`config.mk`:
```
export PLATFORM = sky130hd
export DESIGN_NAME = ram_access_arbiter
export DESIGN_NICKNAME = d
export VERILOG_FILES = /design/src/rtl/ram_access_arbiter.sv
export SDC_FILE = /design/constraint.sdc
export NUM_CORES = 1
export LEC_CHECK = 0
export ABC_AREA = 1
export CAP_MARGIN = 20
export CELL_PAD_IN_SITES_DETAIL_PLACEMENT = 1
export CELL_PAD_IN_SITES_GLOBAL_PLACEMENT = 2
export CORE_MARGIN = 2
export CORE_UTILIZATION = 27
export DETAILED_ROUTE_END_ITERATION = 8
export HOLD_SLACK_MARGIN = 0.03
export PLACE_DENSITY_LB_ADDON = 0.1
export SETUP_SLACK_MARGIN = 0.15
export SKIP_CTS_REPAIR_TIMING = 1
export SYNTH_ARGS = -nofsm -noshare
export SYNTH_HDL_FRONTEND = slang
export SYNTH_SLANG_ARGS = --single-unit
```
`constraint.sdc`:
```
create_clock -name clk -period 2.27 [get_ports clk]
set_clock_uncertainty 0.1 [all_clocks]
set_input_delay 0.454 -clock clk [delete_from_list [all_inputs] [get_ports clk]]
set_output_delay 0.454 -clock clk [all_outputs]
set_load 0.01 [all_outputs]
```
`src/rtl/ram_access_arbiter.sv`:
```
// ram_access_arbiter: shares one single-port RAM between two command requesters.
// Each requester sends {cmd[1:0], payload[7:0]} words and owns its own write and
// read address registers. Grants alternate round-robin when both requesters
// contend. Read data is routed back to the requester that issued the read.
`timescale 1ns/1ps

module ram_access_arbiter #(
    parameter int MEM_DEPTH = 256,
    parameter int ADDR_SIZE = $clog2(MEM_DEPTH)
) (
    input  logic                 clk,
    input  logic                 rst,
    input  logic                 req0_valid,
    input  logic [9:0]           req0_din,
    output logic                 req0_ready,
    input  logic                 req1_valid,
    input  logic [9:0]           req1_din,
    output logic                 req1_ready,
    output logic                 rsp0_valid,
    output logic [7:0]           rsp0_data,
    output logic                 rsp1_valid,
    output logic [7:0]           rsp1_data,
    output logic                 mem_en,
    output logic                 mem_we,
    output logic [ADDR_SIZE-1:0] mem_addr,
    output logic [7:0]           mem_wdata,
    input  logic [7:0]           mem_rdata,
    output logic                 busy
);

    localparam logic [1:0] CMD_WRITE_ADD  = 2'd0;
    localparam logic [1:0] CMD_WRITE_DATA = 2'd1;
    localparam logic [1:0] CMD_READ_ADD   = 2'd2;
    localparam logic [1:0] CMD_READ_DATA  = 2'd3;

    typedef enum logic [1:0] {
        IDLE    = 2'd0,
        MEM_WR  = 2'd1,
        MEM_RD  = 2'd2,
        RD_WAIT = 2'd3
    } state_t;

    state_t     state_q, state_d;
    logic       last_grant_q;   // id of the most recently granted requester
    logic       owner_q;        // requester that owns the current memory cycle
    logic [7:0] wdata_q;        // write payload held for the MEM_WR cycle

    logic [1:0]                valid_all;
    logic [1:0][9:0]           din_all;
    logic [1:0]                grant;
    logic [9:0]                sel_din;
    logic [1:0][ADDR_SIZE-1:0] wr_addr_all;
    logic [1:0][ADDR_SIZE-1:0] rd_addr_all;
    logic [1:0]                rsp_valid_all;
    logic [1:0][7:0]           rsp_data_all;

    assign valid_all = {req1_valid, req0_valid};
    assign din_all   = {req1_din, req0_din};

    // Grant selection: only in IDLE, lone requester wins, contention goes to
    // whoever was not granted last. Reset masks grants so nothing is accepted.
    always_comb begin
        grant = 2'b00;
        if (state_q == IDLE && !rst) begin
            case (valid_all)
                2'b01:   grant = 2'b01;
                2'b10:   grant = 2'b10;
                2'b11:   grant = last_grant_q ? 2'b01 : 2'b10;
                default: grant = 2'b00;
            endcase
        end
    end

    assign req0_ready = grant[0];
    assign req1_ready = grant[1];
    assign sel_din    = grant[1] ? req1_din : req0_din;

    // State register plus the arbitration and command bookkeeping registers.
    always_ff @(posedge clk) begin
        if (rst) begin
            state_q      <= IDLE;
            last_grant_q <= 1'b1;
            owner_q      <= 1'b0;
            wdata_q      <= 8'h00;
        end else begin
            state_q <= state_d;
            if (|grant) begin
                last_grant_q <= grant[1];
                owner_q      <= grant[1];
                wdata_q      <= sel_din[7:0];
            end
        end
    end

    // Next-state logic: address commands complete in IDLE, data commands
    // launch a one-cycle RAM access (reads add a wait cycle for RAM latency).
    always_comb begin
        state_d = state_q;
        case (state_q)
            IDLE: begin
                if (|grant) begin
                    if (sel_din[9:8] == CMD_WRITE_DATA) begin
                        state_d = MEM_WR;
                    end else if (sel_din[9:8] == CMD_READ_DATA) begin
                        state_d = MEM_RD;
                    end
                end
            end
            MEM_WR:  state_d = IDLE;
            MEM_RD:  state_d = RD_WAIT;
            RD_WAIT: state_d = IDLE;
            default: state_d = IDLE;
        endcase
    end

    // Output decode: RAM strobe and address/data only during access cycles,
    // zero otherwise so the bus is quiet when idle.
    always_comb begin
        mem_en    = 1'b0;
        mem_we    = 1'b0;
        mem_addr  = '0;
        mem_wdata = 8'h00;
        case (state_q)
            MEM_WR: begin
                mem_en    = 1'b1;
                mem_we    = 1'b1;
                mem_addr  = wr_addr_all[owner_q];
                mem_wdata = wdata_q;
            end
            MEM_RD: begin
                mem_en   = 1'b1;
                mem_addr = rd_addr_all[owner_q];
            end
            default: begin
                mem_en = 1'b0;
            end
        endcase
    end

    assign busy = (state_q != IDLE);

    generate
        for (genvar gi = 0; gi < 2; gi++) begin : g_req
            localparam logic REQ_ID = 1'(gi);

            logic [ADDR_SIZE-1:0] wr_addr_q;
            logic [ADDR_SIZE-1:0] rd_addr_q;
            logic                 rsp_valid_q;
            logic [7:0]           rsp_data_q;
            logic                 rsp_capture;

            // Read data belongs to this requester when it owns the RD_WAIT cycle.
            assign rsp_capture = (state_q == RD_WAIT) && (owner_q == REQ_ID);

            // Per-requester address registers and response capture; a command
            // only ever touches the registers of the requester that sent it.
            always_ff @(posedge clk) begin
                if (rst) begin
                    wr_addr_q   <= '0;
                    rd_addr_q   <= '0;
                    rsp_valid_q <= 1'b0;
                    rsp_data_q  <= 8'h00;
                end else begin
                    if (grant[gi] && din_all[gi][9:8] == CMD_WRITE_ADD) begin
                        wr_addr_q <= din_all[gi][ADDR_SIZE-1:0];
                    end
                    if (grant[gi] && din_all[gi][9:8] == CMD_READ_ADD) begin
                        rd_addr_q <= din_all[gi][ADDR_SIZE-1:0];
                    end
                    rsp_valid_q <= rsp_capture;
                    if (rsp_capture) begin
                        rsp_data_q <= mem_rdata;
                    end
                end
            end

            assign wr_addr_all[gi]   = wr_addr_q;
            assign rd_addr_all[gi]   = rd_addr_q;
            assign rsp_valid_all[gi] = rsp_valid_q;
            assign rsp_data_all[gi]  = rsp_data_q;
        end
    endgenerate

    assign rsp0_valid = rsp_valid_all[0];
    assign rsp0_data  = rsp_data_all[0];
    assign rsp1_valid = rsp_valid_all[1];
    assign rsp1_data  = rsp_data_all[1];

endmodule
```
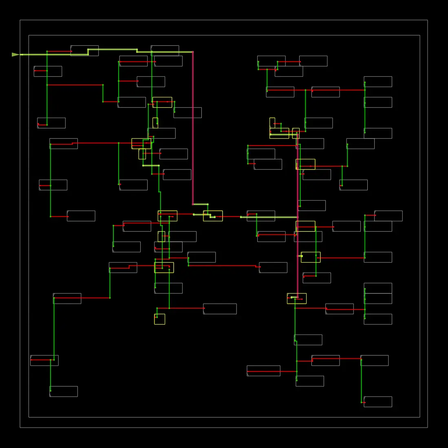
*Clock routing*
CTS Buf Count: 9
CLK BUF: 12

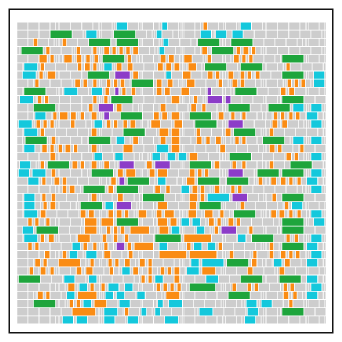
*Cells colored by class*
Drawn at 3 px/um. Fill, decap, tap and diode cells in gray.
Key: combinational and other logic = orange [cells 313]; flops = green [cells 62]; other buffers and delay cells = cyan [cells 108]; clock drivers and dummy loads = purple [cells 16]
final instance area: 4230 um2
Std-Cell Rows: 37
final core occ: 40.8%
core area: 10,400 um2
fraction of area in registers: 29.5%

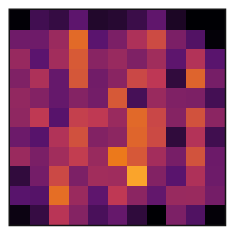
*Cell area per tile*
Drawn at 2 px/um. 11 x 11 tiles, from black (low) to pale yellow (high), 0 to 100% covered.
The mean over all tiles is 35%. 5.0% of the tiles are nearly empty. The emptiest ninth of the die: upper right. The densest ninth of the die: center.

==> run summary <==
flow finished, numbers: status=complete, no violations, Final Hold Viols=0, hold_sp=rsp0_data[1], CTS tree=done, Total Nets Final=531, clk root buf=clkbuf_8, post-synthesis instance area=2890 um2, first-pass GRT wire length=approximately 14 mm, Routed WL=approximately 8.9 mm, Total GRT Usage=between 10% and 20%, Placer Congestion=between 0.7 and 0.8, final setup vio count=0, actual slew at the worst max-slew pin=0.575 ns, residual DRC count=0, CP arrival=around 1.6 ns, FP Util=between 20 and 30%, Die ar.=11,500 um2, GRT overflow=0, Worst EP required=1.72 ns, worst hold endpoint=rsp0_data[1], R2R cell count=12, hpwl dp=around 6.8 mm, min Tclk post-route=about 2.2 ns, Post-Route Setup TNS=0 ns, hold_ws=about 0.38 ns, DRT Pass-1 Iters=4, Leak=~2.1 nW, # Cells Yosys=391, wire length per cell=14.0 um, vias in the first global route=approximately 2,800, Iteration-0 DRC Markers=between 50 and 60, pwr/cell area=around 870 nW/um2, Total Power=around 3.7 mW, Syn Inst Count=slightly below 400, Highest Clock Rate=about 460 MHz, Max Root-Sink Buffers=2, Die H=107 um, worst r2r dst=state_q[0], largest net degree at the start of global routing=roughly 60, Max VDD drop=~0.26 mV, Ports=71, register-to-register setup slack=around 0.37 ns, initial antenna violation count=0, Synth-to-Final Area Change=46.5%, unrepaired setup endpoints after global routing=true
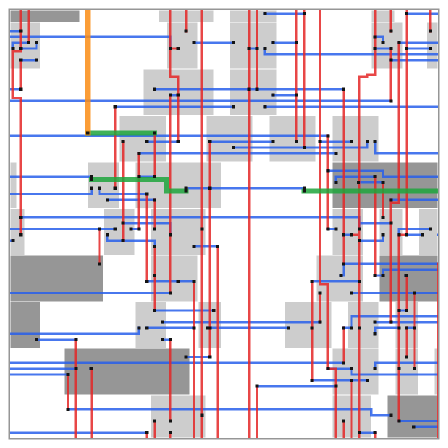
*A small window of the routed layout*
Region (41, 41) to (66, 66) um. Cells in gray, sequential cells in the stronger gray; small squares are vias.
Key: metal 3 = green; metal 1 = blue; metal 2 = red; metal 4 = orange
Sequential cells in the window: 3. 31 logic cells have their middle in the window. Most frequent: o21a_1 (5), o21ai_0 (5), buf_4 (5).

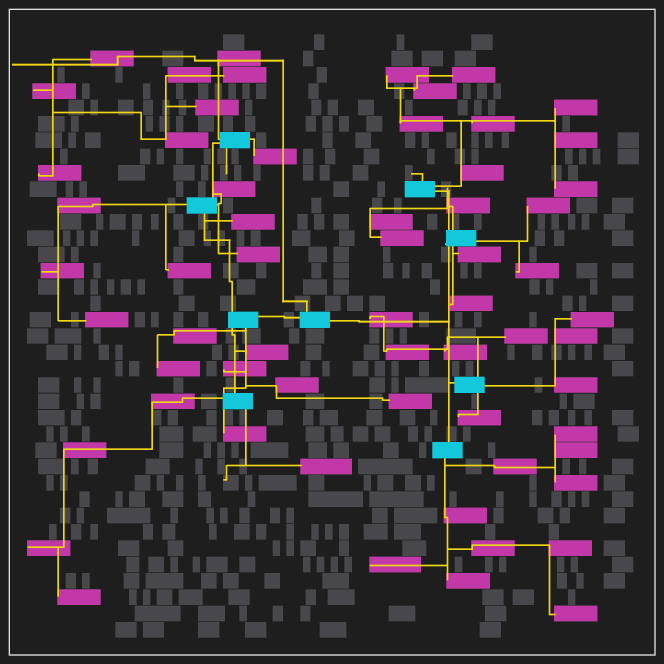
*Clock distribution*
Drawn at 6 px/um.
Key: clock wires = yellow [length 925 um]; flip-flops = magenta [count 62]; clock drivers = cyan [count 9]
Position of the flops: spread over the die.
Power Clock: 845 uW
clk ins delay skew pair: 0.33 ns
clock share of power: 23.1%

==> metrics by stage <==
stage	setup WS (ns)	cells	cell area, um2
after floorplan	0.235	391	2890
after global placement	-0.123	616	3940
after detailed placement	-0.123	616	3940
after CTS	-0.501	632	4110
after global routing	0.00757	635	4230
final	0.0929	635	4230
==> cell families after synthesis <==
family          after synthesis  synth area share (%)
fa+ha+maj                     5                  2.17
compound gates              114                  22.4
buf+inv                      60                  8.85
flops                        62                  43.0
simple gates                150                  23.5
==> placed cells by master (no fill, tap or decap), drive strengths merged <==
| master | netlist | routed |
|---|---|---|
| a21oi | 16 | 16 |
| buf | 8 | 45 |
| clkbuf | 8 | 13 |
| clkdlybuf4s50 | 0 | 49 |
| clkinv | 2 | 5 |
| clkinvlp | 0 | 1 |
| dfxtp | 62 | 62 |
| dlymetal6s2s | 0 | 13 |
| ha | 5 | 5 |
| inv | 42 | 42 |
| nand2 | 41 | 41 |
| nand3 | 13 | 13 |
| nor2 | 95 | 95 |
| nor3 | 1 | 1 |
| o211ai | 5 | 5 |
| o21a | 16 | 16 |
| o21ai | 76 | 76 |
| o31ai | 1 | 1 |
==> layout make-up <==
| type | instances | area, um2 | area share, % |
|---|---|---|---|
| tap | 136 | 170 | 4.03 |
| clock inverter | 4 | 22.5 | 0.533 |
| multi-input combinational | 269 | 1450 | 34.4 |
| clock buffer | 12 | 145 | 3.43 |
| sequential | 62 | 1250 | 29.5 |
| inverter | 44 | 173 | 4.09 |
| timing repair buffer | 108 | 1010 | 24.0 |
==> where the power goes <==
group          total, mW  switching [mW]  internal [mW]
clock network      0.845           0.424          0.421
logic               1.52           0.778          0.741
registers           1.30          0.0802           1.22
total               3.66            1.28           2.38
==> Yosys cell counts <==
cell type / instances / area share, %
a21oi_1: 15 / 2.6
a21oi_2: 1 / 0.30
buf_1: 1 / 0.13
buf_2: 4 / 0.69
buf_6: 3 / 1.2
clkbuf_1: 8 / 1.0
clkinv_2: 2 / 0.35
dfxtp_1: 62 / 43
ha_1: 5 / 2.2
inv_1: 38 / 4.9
inv_2: 4 / 0.52
nand2_1: 36 / 4.7
nand2_2: 3 / 0.65
nand2_4: 2 / 0.78
nand3_1: 10 / 1.7
nand3_4: 3 / 1.8
nor2_1: 91 / 12
nor2_4: 3 / 1.2
nor2_8: 1 / 0.69
nor3_1: 1 / 0.17
o211ai_1: 4 / 1.0
o211ai_4: 1 / 0.74
o21a_1: 16 / 4.2
o21ai_0: 61 / 11
o21ai_1: 14 / 2.4
o21ai_2: 1 / 0.30
o31ai_1: 1 / 0.26
==> critical path, cell delays in order, from the launching register on <==
cell and delay (ns):
dfxtp_4 0.37, buf_6 0.10, ha_4 0.15, buf_12 0.11, o21a_1 0.12, o21ai_0 0.10
a21oi_2 0.17, dlymetal6s2s_1 0.18
==> routing by layer <==
layer	track usage (%)	up-vias	share of wire (%)
met5	0	-	0
met4	5.22	0	0.92
met3	2.78	7	3.1
met2	27.3	51	49
met1	20.4	1312	47
li1	-	1465	-
No activity file was given, so power comes from the tool's default toggle rates.
